File: src/rtl/squid_stream_encoder_if.sv
// Stream bundle for the SQUID encoder: weight-block input channel and
// compressed-beat output channel, both valid/ready.
interface squid_stream_encoder_if #(
   parameter int unsigned N_WEIGHTS = 8,
   parameter int unsigned W_BITS    = 6,
   parameter int unsigned C_BITS    = 4
) ();
   localparam int unsigned IDX_W = $clog2(N_WEIGHTS);

   logic                          in_valid;
   logic                          in_ready;
   logic [N_WEIGHTS*W_BITS-1:0]   in_weights;
   logic                          out_valid;
   logic                          out_ready;
   logic                          out_is_esc;
   logic [N_WEIGHTS*C_BITS-1:0]   out_codes;
   logic [N_WEIGHTS-1:0]          out_bitmap;
   logic [IDX_W-1:0]              out_idx;
   logic [W_BITS-1:0]             out_value;
   logic                          out_last;

   modport master (
      output in_valid, in_weights, out_ready,
      input  in_ready, out_valid, out_is_esc, out_codes, out_bitmap, out_idx, out_value,
             out_last
   );

   modport slave (
      input  in_valid, in_weights, out_ready,
      output in_ready, out_valid, out_is_esc, out_codes, out_bitmap, out_idx, out_value,
             out_last
   );
endinterface

File: src/rtl/squid_stream_encoder.sv
// Streaming SQUID encoder: quantises a block of weights to saturated codes, emits a header
// beat (codes + outlier bitmap) followed by one escape beat per outlier in ascending order.
module squid_stream_encoder #(
   parameter int unsigned N_WEIGHTS = 8,
   parameter int unsigned W_BITS    = 6,
   parameter int unsigned C_BITS    = 4
) (
   input logic                   clk,
   input logic                   rst_n,
   squid_stream_encoder_if.slave bus
);
   localparam int unsigned IDX_W = $clog2(N_WEIGHTS);
   localparam int HiVal = (1 << (C_BITS - 1)) - 1;
   localparam int LoVal = -(1 << (C_BITS - 1));
   localparam logic [C_BITS-1:0] CodeHi = {1'b0, {(C_BITS-1){1'b1}}};
   localparam logic [C_BITS-1:0] CodeLo = {1'b1, {(C_BITS-1){1'b0}}};

   typedef enum logic [1:0] {StIdle, StHdr, StEsc} state_e;

   state_e                      state_q, state_d;
   logic [N_WEIGHTS*W_BITS-1:0] weights_q;
   logic [N_WEIGHTS*C_BITS-1:0] codes_q, codes_in;
   logic [N_WEIGHTS-1:0]        bitmap_q, bitmap_in;
   logic [N_WEIGHTS-1:0]        pending_q, pending_d;

   logic signed [W_BITS-1:0]    w;
   logic [IDX_W-1:0]            esc_idx;
   logic [N_WEIGHTS-1:0]        esc_hot;
   logic                        esc_last;
   logic                        valid, last, done, ready, accept;

   always_comb begin
      codes_in  = '0;
      bitmap_in = '0;
      w         = '0;
      for (int i = 0; i < int'(N_WEIGHTS); i++) begin
         w = bus.in_weights[i*W_BITS +: W_BITS];
         if (int'(w) > HiVal) begin
            bitmap_in[i]                   = 1'b1;
            codes_in[i*C_BITS +: C_BITS]   = CodeHi;
         end else if (int'(w) < LoVal) begin
            bitmap_in[i]                   = 1'b1;
            codes_in[i*C_BITS +: C_BITS]   = CodeLo;
         end else begin
            codes_in[i*C_BITS +: C_BITS]   = w[C_BITS-1:0];
         end
      end
   end

   // Scan downwards so the lowest pending index wins.
   always_comb begin
      esc_idx = '0;
      esc_hot = '0;
      for (int i = int'(N_WEIGHTS) - 1; i >= 0; i--) begin
         if (pending_q[i]) begin
            esc_idx    = IDX_W'(i);
            esc_hot    = '0;
            esc_hot[i] = 1'b1;
         end
      end
      esc_last = (pending_q & (pending_q - N_WEIGHTS'(1))) == '0;
   end

   always_comb begin
      valid = state_q != StIdle;
      last  = 1'b0;
      if (state_q == StHdr) last = bitmap_q == '0;
      if (state_q == StEsc) last = esc_last;
      done   = valid && bus.out_ready && last;
      ready  = (state_q == StIdle) || done;
      accept = bus.in_valid && ready;

      bus.in_ready   = ready;
      bus.out_valid  = valid;
      bus.out_is_esc = state_q == StEsc;
      bus.out_last   = last;
      bus.out_codes  = codes_q;
      bus.out_bitmap = bitmap_q;
      bus.out_idx    = esc_idx;
      bus.out_value  = weights_q[esc_idx*W_BITS +: W_BITS];
   end

   always_comb begin
      state_d   = state_q;
      pending_d = pending_q;
      unique case (state_q)
         StIdle: if (accept) state_d = StHdr;
         StHdr: begin
            if (bus.out_ready) state_d = (bitmap_q == '0) ? StIdle : StEsc;
         end
         StEsc: begin
            if (bus.out_ready) begin
               pending_d = pending_q & ~esc_hot;
               if (esc_last) state_d = StIdle;
            end
         end
         default: state_d = StIdle;
      endcase
      // A block accepted on the final handshake chains straight into its header.
      if (accept) begin
         state_d   = StHdr;
         pending_d = bitmap_in;
      end
   end

   always_ff @(posedge clk or negedge rst_n) begin
      if (!rst_n) begin
         state_q   <= StIdle;
         pending_q <= '0;
         weights_q <= '0;
         codes_q   <= '0;
         bitmap_q  <= '0;
      end else begin
         state_q   <= state_d;
         pending_q <= pending_d;
         if (accept) begin
            weights_q <= bus.in_weights;
            codes_q   <= codes_in;
            bitmap_q  <= bitmap_in;
         end
      end
   end
endmodule

File: src/flat_wrapper.sv
// flat-port wrapper written by rule: the top's interface ports become plain ports
module squid_stream_encoder_flat 
#(
   parameter int unsigned N_WEIGHTS = 8,
   parameter int unsigned W_BITS    = 6,
   parameter int unsigned C_BITS    = 4
)
  (clk, rst_n, bus_in_valid, bus_in_weights, bus_out_ready, bus_in_ready, bus_out_valid, bus_out_is_esc, bus_out_codes, bus_out_bitmap, bus_out_idx, bus_out_value, bus_out_last);
  squid_stream_encoder_if #(.N_WEIGHTS(N_WEIGHTS), .W_BITS(W_BITS), .C_BITS(C_BITS)) bus_i ();
  input logic clk;
  input logic rst_n;
  input wire logic [$bits(bus_i.in_valid)-1:0] bus_in_valid;
  input wire logic [$bits(bus_i.in_weights)-1:0] bus_in_weights;
  input wire logic [$bits(bus_i.out_ready)-1:0] bus_out_ready;
  output wire logic [$bits(bus_i.in_ready)-1:0] bus_in_ready;
  output wire logic [$bits(bus_i.out_valid)-1:0] bus_out_valid;
  output wire logic [$bits(bus_i.out_is_esc)-1:0] bus_out_is_esc;
  output wire logic [$bits(bus_i.out_codes)-1:0] bus_out_codes;
  output wire logic [$bits(bus_i.out_bitmap)-1:0] bus_out_bitmap;
  output wire logic [$bits(bus_i.out_idx)-1:0] bus_out_idx;
  output wire logic [$bits(bus_i.out_value)-1:0] bus_out_value;
  output wire logic [$bits(bus_i.out_last)-1:0] bus_out_last;
  assign bus_i.in_valid = bus_in_valid;
  assign bus_i.in_weights = bus_in_weights;
  assign bus_i.out_ready = bus_out_ready;
  assign bus_in_ready = bus_i.in_ready;
  assign bus_out_valid = bus_i.out_valid;
  assign bus_out_is_esc = bus_i.out_is_esc;
  assign bus_out_codes = bus_i.out_codes;
  assign bus_out_bitmap = bus_i.out_bitmap;
  assign bus_out_idx = bus_i.out_idx;
  assign bus_out_value = bus_i.out_value;
  assign bus_out_last = bus_i.out_last;
  squid_stream_encoder #(.N_WEIGHTS(N_WEIGHTS), .W_BITS(W_BITS), .C_BITS(C_BITS)) u_core (.clk(clk), .rst_n(rst_n), .bus(bus_i));
endmodule
File: config.mk
export PLATFORM = sky130hd
export DESIGN_NAME = squid_stream_encoder_flat
export DESIGN_NICKNAME = d
export VERILOG_FILES = /design/src/rtl/squid_stream_encoder_if.sv /design/src/rtl/squid_stream_encoder.sv /design/src/flat_wrapper.sv
export SDC_FILE = /design/constraint.sdc
export NUM_CORES = 1
export LEC_CHECK = 0
export ABC_AREA = 0
export CAP_MARGIN = 20
export CORE_ASPECT_RATIO = 1.1
export CORE_MARGIN = 8
export CORE_UTILIZATION = 54
export CTS_BUF_LIST = sky130_fd_sc_hd__clkbuf_2 sky130_fd_sc_hd__clkbuf_4 sky130_fd_sc_hd__clkbuf_8
export DETAILED_ROUTE_END_ITERATION = 6
export HOLD_SLACK_MARGIN = 0.08
export PLACE_DENSITY_LB_ADDON = 0.1
export SETUP_SLACK_MARGIN = 0.05
export SLEW_MARGIN = 10
export SYNTH_ARGS = -nofsm -noshare
export SYNTH_HDL_FRONTEND = slang
export SYNTH_SLANG_ARGS = --single-unit
File: constraint.sdc
create_clock -name clk -period 3.4 [get_ports clk]
set_clock_uncertainty 0.1 [all_clocks]
set_input_delay 0.68 -clock clk [delete_from_list [all_inputs] [get_ports clk]]
set_output_delay 0.68 -clock clk [all_outputs]
set_load 0.1 [all_outputs]
==> results.txt <==
run metrics: nets 663, share of cells above drive strength 1 0.333, Die ar. 13400 µm², status finished clean, TritonCTS Sinks 98, Crit-path slowest cell or4_4, clk root buf clkbuf_8, antenna violations before repair 0, Routed WL per cell 18.1 µm, synthesized area 5370 µm², Die Ht 121 µm, worst hold slack 269 ps, DRC errors left 0, CP delay by family, top simple AND/OR/NAND/NOR gates, Hold Violations, Final 0, Nets at Floorplan 570, CTS Buf Count 9, vias in the first global route 4296, fmax 303 MHz, synth cell count leaders dfrtp_1, nor2_1, mux2_2, cells in synth_stat.txt 518, Ant. Diodes 0, GRT overflow 0, Synth top area share 0.457, row count 38, max-slew violation count 0, Tot GR Track Use 0.197, largest net degree at the start of global routing 59
[cells by family (layout without fill, tap and decap cells)]
logic type	after synthesis	after routing	share of synthesized area
flip-flops	98	98	0.457
AND-OR/OR-AND	101	101	0.123
buffers and inverters	54	151	0.0541
multiplexers	101	101	0.227
AND/OR/NAND/NOR	163	163	0.137
adder cells (fa/ha/maj)	1	1	0.00187
[per-stage QoR]
step	utilization	setup TNS, ps	cell area [µm²]
2_1_floorplan	-	-241	5490
3_3_place_gp	0.669	0	6550
3_5_place_dp	0.669	0	6550
4_1_cts	0.696	0	6820
5_1_grt	0.701	-3.33	6870
6_report	0.701	0	6870
[cell usage in the layout (no fill, tap or decap), types with 3 or more instances in the layout]
cell	synthesis	layout
nand3_1	9	9
dfrtp_1	98	95
clkdlybuf4s50_1	0	50
o2111ai_1	7	7
nand2_1	32	32
o31ai_4	0	6
mux2_2	68	65
inv_1	13	13
o211ai_1	11	11
or2_2	4	4
buf_12	2	14
mux2i_1	9	9
nor2_1	81	81
mux2_4	24	27
nand2b_1	4	4
or3_1	3	3
and3_1	6	6
nor4_1	3	3
dfrtp_2	0	3
clkbuf_8	0	10
o21ai_0	25	25
bufinv_16	0	3
buf_4	3	59
a21oi_1	27	27
o21a_1	6	6
nor3_1	12	10
[state kept, by name (all words and copies together) (netlist names)]
| signal | count |
|---|---|
| u_core.bus.out_codes | 32 |
| u_core.bus.out_bitmap | 8 |
| u_core.pending_q | 8 |
| u_core.weights_q | 48 |
| u_core.state_q | 2 |
[cell type report]
| cell class | instances | area (µm²) | area share |
|---|---|---|---|
| sequential | 98 | 2460 | 0.358 |
| clock buffer | 10 | 138 | 0.0200 |
| clock inverter | 5 | 103 | 0.0149 |
| tap | 120 | 150 | 0.0219 |
| inverter | 13 | 48.8 | 0.00711 |
| timing repair buffer | 123 | 1220 | 0.178 |
| multi-input combinational | 366 | 2750 | 0.400 |
[per-layer routing]
metal | part of all wire | vias up | routed length, µm | GRT usage
li1 | - | 2024 | - | -
met1 | 0.45 | 2055 | 5930 | 0.242
met2 | 0.50 | 78 | 6710 | 0.334
met3 | 0.042 | 11 | 565 | 0.0535
met4 | 0.0086 | 0 | 114 | 0.0542
met5 | 0 | - | 0 | 0
[final timing paths]
path                       cells past startpoint                start                  endpoint
setup / recovery                               7  u_core.pending_q[3]          bus_out_value[2]
hold / removal                                 1                rst_n  u_core.bus.out_codes[25]
setup reg to reg                               7  u_core.pending_q[3]   u_core.bus.out_codes[5]
hold reg to reg                                1  u_core.weights_q[5]       u_core.weights_q[5]
max in group asynchronous                      2                rst_n       u_core.pending_q[7]
min in group clk                               1  u_core.weights_q[5]       u_core.weights_q[5]
[repair_timing]
action,CTS,global route
hold endpoints to repair,0,0
gates resized,0,8
pin swaps,3,5
endpoints found under the setup margin,6,7
hold buffers,0,0
buffers inserted,2,3
cloned,0,0
==> images/m3.png <==
Bar = 20 µm.
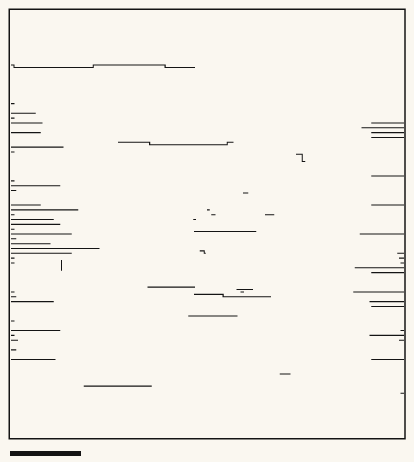
The longest straight run is 24.6 µm. The wires run mostly horizontal. The layer holds 4.3% of the routed length. 63 nets have wire on it. The layer carries 565 µm of wire.
total number of vias: 4168
WL final: 13.3 mm
M3 GR Usage: 0.0535

==> images/util_map.png <==
The die is cut into 11 by 12 equal tiles; white is low, dark blue is high, 0 to 100% covered.
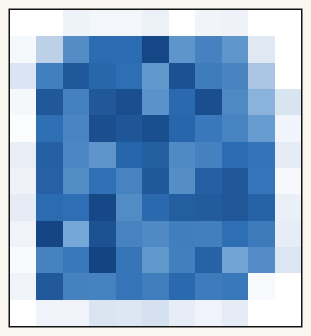
The fullest tile reaches 92%. The mean over all tiles is 50%. 29% of the tiles are over 75% full. The emptiest ninth of the die: top right. 8.3% of the tiles are nearly empty.
Core ar.: 9790 µm²
Initial Utilization: 0.548
final core occ: 0.701

==> images/placed.png <==
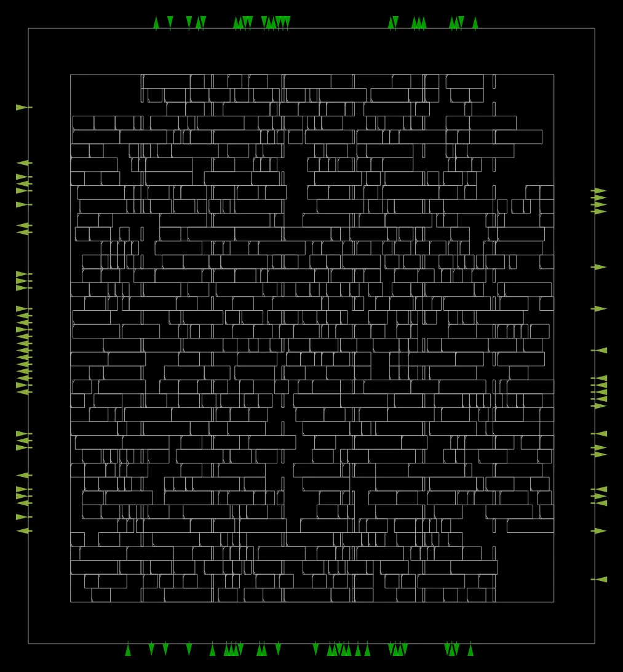
seq_cells: 98
Seq/total area: 0.358
fillers: 725
tap cells: 120
Non-Filler Instances: 735

==> images/ff_map.png <==
Bar = 20 µm. Other sequential cells in the stronger gray, the rest of the logic in the fainter gray.
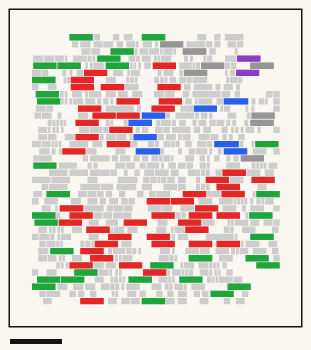
`u_core.pending_q`: marked blue, sequential cells 8. `u_core.weights_q`: marked red, sequential cells 48. `u_core.state_q`: marked purple, sequential cells 2. `u_core.bus.out_codes`: marked green, sequential cells 32, where widely spread.

